<file path="config.mk">
export PLATFORM = sky130hd
export DESIGN_NAME = ws2812_column_tx
export DESIGN_NICKNAME = d
export VERILOG_FILES = /design/src/rtl/pov_pkg.sv /design/src/rtl/ws2812_bit_timer.sv /design/src/rtl/ws2812_column_tx.sv
export SDC_FILE = /design/constraint.sdc
export NUM_CORES = 1
export LEC_CHECK = 0
export CAP_MARGIN = 20
export CORE_AREA = 8 8 98 100
export CTS_BUF_LIST = sky130_fd_sc_hd__clkbuf_8
export DETAILED_ROUTE_END_ITERATION = 6
export DIE_AREA = 0 0 106 108
export PLACE_DENSITY_LB_ADDON = 0.3
export SYNTH_ARGS = -nofsm -noshare
export SYNTH_HDL_FRONTEND = slang
export SYNTH_SLANG_ARGS = --single-unit
</file>
<file path="constraint.sdc">
create_clock -name clk -period 3.5 [get_ports clk]
set_clock_uncertainty 0.05 [all_clocks]
set_input_delay 0.7 -clock clk [delete_from_list [all_inputs] [get_ports clk]]
set_output_delay 0.7 -clock clk [all_outputs]
set_load 0.02 [all_outputs]
</file>
<file path="src/rtl/pov_pkg.sv">
// pov_pkg: shared definitions for the POV LED-arm output path.
//   - default WS2812 timing constants for a 50 MHz clock
//   - transmitter state encoding
//   - RGB -> GRB reorder (WS2812 expects green first on the wire)
package pov_pkg;

  localparam int N_LEDS_DEF = 52;
  localparam int T0H_DEF    = 20;     // 400 ns high for a 0 bit
  localparam int T1H_DEF    = 40;     // 800 ns high for a 1 bit
  localparam int TBIT_DEF   = 63;     // 1.26 us bit period
  localparam int TRST_DEF   = 15000;  // 300 us latch gap

  typedef enum logic [1:0] {
    ST_IDLE  = 2'd0,
    ST_SEND  = 2'd1,
    ST_LATCH = 2'd2
  } tx_state_e;

  function automatic logic [23:0] rgb_to_grb(input logic [23:0] rgb);
    return {rgb[15:8], rgb[23:16], rgb[7:0]};
  endfunction

endpackage

</file>
<file path="src/rtl/ws2812_bit_timer.sv">
// ws2812_bit_timer: per-bit NRZ pulse generator and shared cycle counter.
//   clk, reset       : clock, async active-low reset
//   send, latch      : current phase of the transmitter (SEND / LATCH)
//   send_nxt         : transmitter will be in SEND next cycle
//   bit_val_nxt      : bit that will be on the wire next cycle
//   led_data         : registered serial output
//   bit_end          : last cycle of the current bit (SEND only)
//   gap_end          : last cycle of the latch gap (LATCH only)
//   cyc_cnt_nxt      : next value of the cycle counter
module ws2812_bit_timer
  import pov_pkg::*;
#(
  parameter int T0H_CYC  = T0H_DEF,
  parameter int T1H_CYC  = T1H_DEF,
  parameter int TBIT_CYC = TBIT_DEF,
  parameter int TRST_CYC = TRST_DEF,
  parameter int CNT_W    = 14
) (
  input  logic             clk,
  input  logic             reset,
  input  logic             send,
  input  logic             latch,
  input  logic             send_nxt,
  input  logic             bit_val_nxt,
  output logic             led_data,
  output logic             bit_end,
  output logic             gap_end,
  output logic [CNT_W-1:0] cyc_cnt_nxt
);

  logic [CNT_W-1:0] cyc_cnt_q, cyc_cnt_d;
  logic [CNT_W-1:0] th;
  logic             led_data_q, led_data_d;

  always_comb begin
    bit_end    = send  && (cyc_cnt_q == CNT_W'(TBIT_CYC - 1));
    gap_end    = latch && (cyc_cnt_q == CNT_W'(TRST_CYC - 1));
    // Counter restarts at every bit boundary, at the phase change and in IDLE,
    // so each new bit or gap always begins at 0 without a dedicated start input.
    cyc_cnt_d  = '0;
    if ((send && !bit_end) || (latch && !gap_end)) begin
      cyc_cnt_d = cyc_cnt_q + CNT_W'(1);
    end
    th         = bit_val_nxt ? CNT_W'(T1H_CYC) : CNT_W'(T0H_CYC);
    // The output is registered, so it is computed from next-cycle values;
    // this puts the first high cycle directly after the frame-start edge.
    led_data_d = send_nxt && (cyc_cnt_d < th);
  end

  always_ff @(posedge clk or negedge reset) begin
    if (!reset) begin
      cyc_cnt_q  <= '0;
      led_data_q <= 1'b0;
    end else begin
      cyc_cnt_q  <= cyc_cnt_d;
      led_data_q <= led_data_d;
    end
  end

  assign led_data    = led_data_q;
  assign cyc_cnt_nxt = cyc_cnt_d;

endmodule

</file>
<file path="src/rtl/ws2812_column_tx.sv">
// ws2812_column_tx: drives one WS2812 strip with a single colour per frame.
// A frame snapshots pixel_color (reordered to GRB), sends it to every LED,
// then holds the line low for the latch gap. Frames repeat while enabled.
//   clk          : system clock
//   reset        : async active-low reset
//   enable       : allows frames to start (a running frame always completes)
//   pixel_color  : RGB colour, R=[23:16] G=[15:8] B=[7:0]
//   led_data     : registered serial line to the strip
//   busy         : high during SEND and LATCH
//   frame_done   : one-cycle pulse on the last cycle of the latch gap
module ws2812_column_tx
  import pov_pkg::*;
#(
  parameter int N_LEDS   = N_LEDS_DEF,
  parameter int T0H_CYC  = T0H_DEF,
  parameter int T1H_CYC  = T1H_DEF,
  parameter int TBIT_CYC = TBIT_DEF,
  parameter int TRST_CYC = TRST_DEF
) (
  input  logic        clk,
  input  logic        reset,
  input  logic        enable,
  input  logic [23:0] pixel_color,
  output logic        led_data,
  output logic        busy,
  output logic        frame_done
);

  localparam int CNT_MAX = (TBIT_CYC > TRST_CYC) ? TBIT_CYC : TRST_CYC;
  localparam int CNT_W   = $clog2(CNT_MAX);
  localparam int LED_W   = $clog2(N_LEDS) + 1;

  tx_state_e        state_q, state_d;
  logic [23:0]      color_q, color_d;
  logic [23:0]      shift_q, shift_d;
  logic [4:0]       bit_idx_q, bit_idx_d;
  logic [LED_W-1:0] led_idx_q, led_idx_d;
  logic             busy_q, busy_d;
  logic             frame_done_q, frame_done_d;

  logic             start_frame;
  logic [23:0]      snap_grb;
  logic             bit_end, gap_end;
  logic [CNT_W-1:0] cyc_cnt_nxt;

  assign snap_grb = rgb_to_grb(pixel_color);

  always_comb begin
    state_d     = state_q;
    color_d     = color_q;
    shift_d     = shift_q;
    bit_idx_d   = bit_idx_q;
    led_idx_d   = led_idx_q;
    start_frame = 1'b0;

    unique case (state_q)
      ST_IDLE: begin
        bit_idx_d = '0;
        led_idx_d = '0;
        if (enable) start_frame = 1'b1;
      end
      ST_SEND: begin
        if (bit_end) begin
          if (bit_idx_q == 5'd23) begin
            // Next LED gets the same colour: reload with no extra cycle.
            bit_idx_d = '0;
            shift_d   = color_q;
            led_idx_d = led_idx_q + LED_W'(1);
            if (led_idx_q == LED_W'(N_LEDS - 1)) state_d = ST_LATCH;
          end else begin
            shift_d   = {shift_q[22:0], 1'b0};
            bit_idx_d = bit_idx_q + 5'd1;
          end
        end
      end
      ST_LATCH: begin
        if (gap_end) begin
          if (enable) start_frame = 1'b1;
          else        state_d     = ST_IDLE;
        end
      end
      default: state_d = ST_IDLE;
    endcase

    if (start_frame) begin
      state_d   = ST_SEND;
      color_d   = snap_grb;
      shift_d   = snap_grb;
      bit_idx_d = '0;
      led_idx_d = '0;
    end

    busy_d       = (state_d != ST_IDLE);
    frame_done_d = (state_d == ST_LATCH) && (cyc_cnt_nxt == CNT_W'(TRST_CYC - 1));
  end

  always_ff @(posedge clk or negedge reset) begin
    if (!reset) begin
      state_q      <= ST_IDLE;
      color_q      <= '0;
      shift_q      <= '0;
      bit_idx_q    <= '0;
      led_idx_q    <= '0;
      busy_q       <= 1'b0;
      frame_done_q <= 1'b0;
    end else begin
      state_q      <= state_d;
      color_q      <= color_d;
      shift_q      <= shift_d;
      bit_idx_q    <= bit_idx_d;
      led_idx_q    <= led_idx_d;
      busy_q       <= busy_d;
      frame_done_q <= frame_done_d;
    end
  end

  ws2812_bit_timer #(
    .T0H_CYC  (T0H_CYC),
    .T1H_CYC  (T1H_CYC),
    .TBIT_CYC (TBIT_CYC),
    .TRST_CYC (TRST_CYC),
    .CNT_W    (CNT_W)
  ) u_bit_timer (
    .clk         (clk),
    .reset       (reset),
    .send        (state_q == ST_SEND),
    .latch       (state_q == ST_LATCH),
    .send_nxt    (state_d == ST_SEND),
    .bit_val_nxt (shift_d[23]),
    .led_data    (led_data),
    .bit_end     (bit_end),
    .gap_end     (gap_end),
    .cyc_cnt_nxt (cyc_cnt_nxt)
  );

  assign busy       = busy_q;
  assign frame_done = frame_done_q;

endmodule

</file>
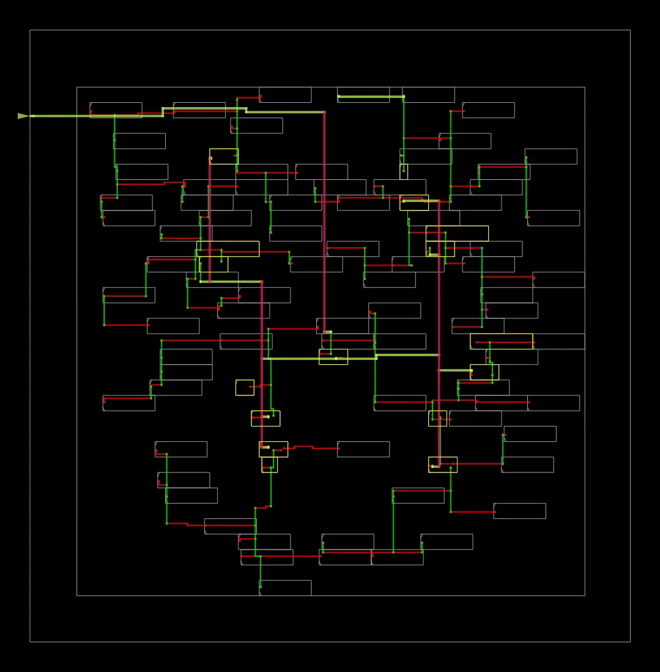
(run_1/final_clocks.png)
clk sink count: 79
clk latency late pin: 350 ps
Flop Count: 79
CTS buffer count: 9

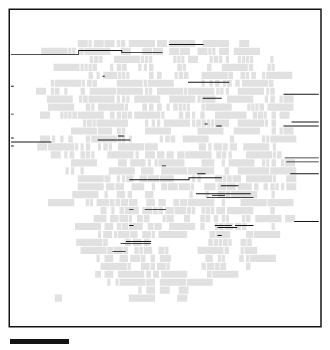
(run_1/met3.png)
Bar = 20 microns.
- wire length on this layer: 319 microns
- longest straight run: 23.0 microns
- nets with wire on the layer: 28

==> results.ini, run 1 <==
[pwr]
p_clk_w = 0.000825
powerSeq_w = 0.000912
pwr_density_cell_nw_per_um2 = 397
p_int_w = 0.00141
pg_comb_w = 0.0000471
switchingPower_w = 0.000371
p_total_w = 0.00178
power_frac_clock = 0.463
ir_worst_vdd_v = 0.000229
swShare = 0.208

[finish]
layoutNonFillerInstCount = 578
final_util = 0.559
bufAreaShareNonClock = 0.0757
n_all_buffers = 36
layout_top_cells = 133 x nand2_1, 79 x dfrtp_1, 55 x a21oi_1, 37 x o21ai_0, 28 x clkdlybuf4s50_1
design_area_sq_um = 4500
inv_count = 5
lay_top_count = nand2_1
fillers = 738
dominant_cells = sequential cells
comb_area_sq_um = 1790
flop_area_sq_um = 1980
antenna_cells = 0
sh_comb_area = 0.397

[global_route]
track_usage = 0.156
met3_usage = 0.0315
antenna_found_initial = 0
grt_pass1_vias = 3091
grtUsageMet1 = 0.201
grt_max_degree = 80
grt_overflow_total = 0

[synthesis]
ys_dominant_reg_cell = dfrtp_1
simple_gate_share = 0.237
netlist_instances = 449
top_area_cell = dfrtp_1
syn_area_sq_um = 3900
muxShareOfSynthArea = 0.00834
synth_cell_types = 46
ys_area_sq_um = 3900
avgSynthCellArea_sq_um = 8.69
yosysWarnings = 0
most_common_cell = nand2_1
async_reset_ff_frac = 1.00
ys_cells = 449

[worst_setup_path]
crit_slowest_cell = dfrtp_1
startpoint = u_bit_timer.cyc_cnt_q[0]
cp_num_buf_inv = 1
r2r_end = u_bit_timer.led_data
cp-endpoint = u_bit_timer.led_data
r2r-start = u_bit_timer.cyc_cnt_q[0]
critPathKind = reg2reg
worstRegToRegCells = 9
crit_arrival_ps = 3390
cp.depth = 9
worstSetupStartpointType = flop
cp_cell_sequence = inv_1 > ha_1 > nor4bb_1 > and4_1 > mux2_2 > mux2i_1 > ha_1 > a2111o_1 > a2111oi_2
cp_top_family = AND-OR/OR-AND gates

[clocking]
root_buffer = clkbuf_8
clk_path_buf_depth = 2

[run_status]
outcome = completed

[timing]
fin_ws_ps = 308
rsz0062_at_grt = no
fin_crit_sh = 0.912
setup_tns_ps = 0
hold_ws_ps = 425
timing.fmax_mhz = 313

[floorplanning]
rows = 33
tap_cells = 105
dieArea_sq_um = 11400
core_area_sq_um = 8050
die_h_microns = 108

[detailed_routing]
viasPerCell = 5.52
top_layer = met4
wl_met2_mm = 4.07
wl_met1_mm = 3.98
vias = 3193
wl_per_cell_microns = 14.7
routed-wl-met3_microns = 318

[placed_design]
place_hpwl_mm = 5.53
dpl-instance-area_sq_um = 4250
preCtsSetupSlack_ps = 322

[run]
warnings = 27
cap_violations = 0

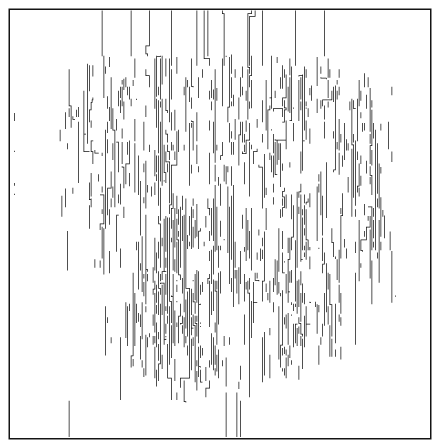
(run_1/met2.png)
- main direction: vertical
- wire length on this layer: 4070 microns

==> run 2: changes to the inputs <==
--- a/config.mk
+++ b/config.mk
@@ -11,6 +11,7 @@
 export DETAILED_ROUTE_END_ITERATION = 6
 export DIE_AREA = 0 0 106 108
 export PLACE_DENSITY_LB_ADDON = 0.3
+export SKIP_LAST_GASP = 1
 export SYNTH_ARGS = -nofsm -noshare
 export SYNTH_HDL_FRONTEND = slang
 export SYNTH_SLANG_ARGS = --single-unit
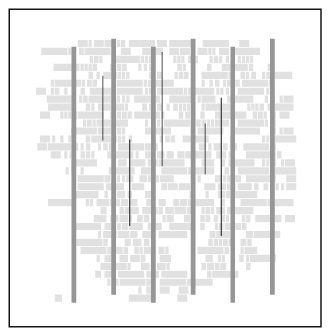
(run_2/met4.png)
Supply wires on this layer in grey.
- longest straight run: 46.9 microns
- nets with wire on the layer: 3
- share of all routed wire: 1.8%

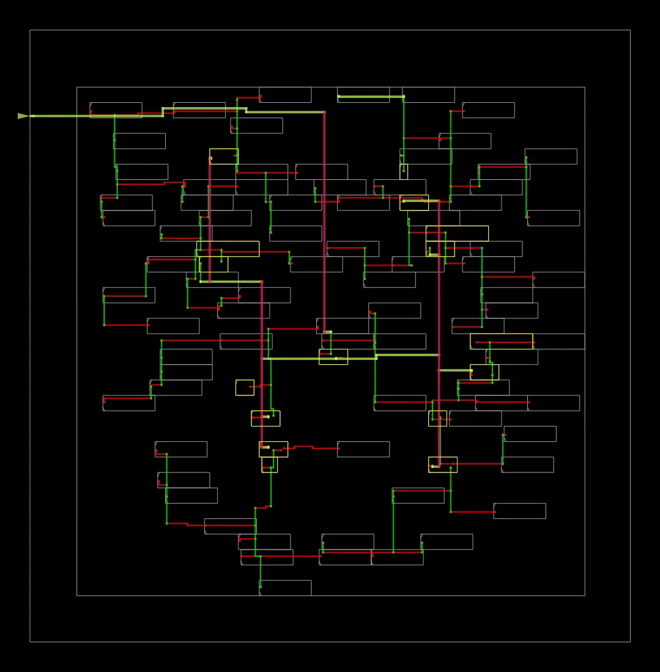
(run_2/final_clocks.png)
clock-net power: 0.000825 W
clk_buf instances: 9

==> run 2 against run 1 <==
Net effect: clock power barely moved; global-route usage did not move; die area did not move; first-iteration DRC count did not move; setup slack did not move; sequential cell count did not move; worst hold slack did not move; count of clock-buffer cells in the layout did not move; combinational power barely moved; non-clock buffer count did not move; largest power group unchanged; via count did not move.
==> results.ini, run 2 <==
[timing]
slew_headroom = 0.306
hold_violations = 0
setup_tns_ps = 0
fin_crit_sh = 0.912
rsz0062_at_grt = no
fin_ws_ps = 308
hold_ws_ps = 425
timing.fmax_mhz = 313

[global_route]
grt_use_met2 = 0.252
grtUsageMet1 = 0.201
grt_overflow_total = 0
met3_usage = 0.0315
top_usage_layer = met2
track_usage = 0.156
grt_pass1_vias = 3091
grt_max_degree = 80
antenna_found_initial = 0

[synthesis]
syn_area_sq_um = 3900
ys_ff = 79
ys_dominant_reg_cell = dfrtp_1
synth_cell_types = 46
simple_gate_share = 0.237
synthTopCellsByCount = 133 x nand2_1, 79 x dfrtp_1, 55 x a21oi_1, 37 x o21ai_0, 23 x clkbuf_1
async_reset_ff_frac = 1.00
muxShareOfSynthArea = 0.00834
logic_family = simple AND/OR/NAND/NOR gates
most_common_cell = nand2_1
ys_area_sq_um = 3900
ys_cells = 449
avgSynthCellArea_sq_um = 8.69
netlist_instances = 449
yosysWarnings = 0
top_area_cell = dfrtp_1
ys_seq_frac = 0.507

[floorplanning]
tap_cells = 105
core_area_sq_um = 8050
dieArea_sq_um = 11400
dieWidth_microns = 106
io_pins = 30
rows = 33
die_h_microns = 108

[worst_setup_path]
path_common_cell = ha_1
worstSetupStartpointType = flop
rrSetupSlack_ps = 310
crit_slowest_cell = dfrtp_1
startpoint = u_bit_timer.cyc_cnt_q[0]
cp-endpoint = u_bit_timer.led_data
worstRegToRegCells = 9
r2r_end = u_bit_timer.led_data
crit_arrival_ps = 3390
cp.required_ps = 3700
cp_cell_sequence = inv_1 > ha_1 > nor4bb_1 > and4_1 > mux2_2 > mux2i_1 > ha_1 > a2111o_1 > a2111oi_2
critPathKind = reg2reg
end_kind = flop
cp_num_buf_inv = 1
cp_top_family = AND-OR/OR-AND gates
r2r-start = u_bit_timer.cyc_cnt_q[0]
cp.depth = 9

[pwr]
switchingPower_w = 0.000371
swShare = 0.208
powerSeq_w = 0.000912
p_total_w = 0.00178
p_int_w = 0.00141
pg_comb_w = 0.0000471
power_frac_clock = 0.463
pwr_density_cell_nw_per_um2 = 397
ir_worst_vdd_v = 0.000229

[hold_path]
hold_end = color_q[23]

[clocking]
root_buffer = clkbuf_8
cts.sinks = 79
clk_latency_ps = 350
ctsResizeCount = 0
clk_path_buf_depth = 2
numCtsBuffers = 9
path_clk_slew_ps = 80

[finish]
drive_gt1_frac = 0.0634
layoutNonFillerInstCount = 578
ff_count = 79
antenna_cells = 0
bufAreaShareNonClock = 0.0757
final_util = 0.559
fillers = 738
nNetsFinal = 502
sh_comb_area = 0.397
comb_area_sq_um = 1790
design_area_sq_um = 4500
n_all_buffers = 36
flop_area_sq_um = 1980
lay_top_count = nand2_1
dominant_cells = sequential cells
logic_gates = 337
inv_count = 5
layout_top_cells = 133 x nand2_1, 79 x dfrtp_1, 55 x a21oi_1, 37 x o21ai_0, 28 x clkdlybuf4s50_1

[detailed_routing]
first_pass_iters = 4
wl_met2_mm = 4.07
top_layer = met4
wl_per_cell_microns = 14.7
route.detailed.drc = 0
viasPerCell = 5.52
wl_met1_mm = 3.98
vias = 3193
routed-wl-met3_microns = 318

[placed_design]
dpl-instance-area_sq_um = 4250
preCtsSetupSlack_ps = 322
gp_congestion = 0.885
numPortBuffers = 29
place_hpwl_mm = 5.53

[run]
warnings = 27
cap_violations = 0

[run_status]
outcome = completed

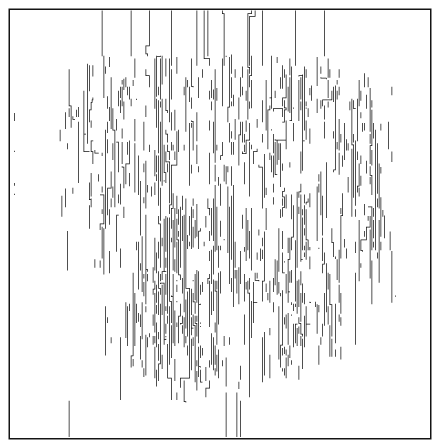
(run_2/met2.png)
- main direction: vertical
- nets with wire on the layer: 392

No activity file was given, so power comes from the tool's default toggle rates.
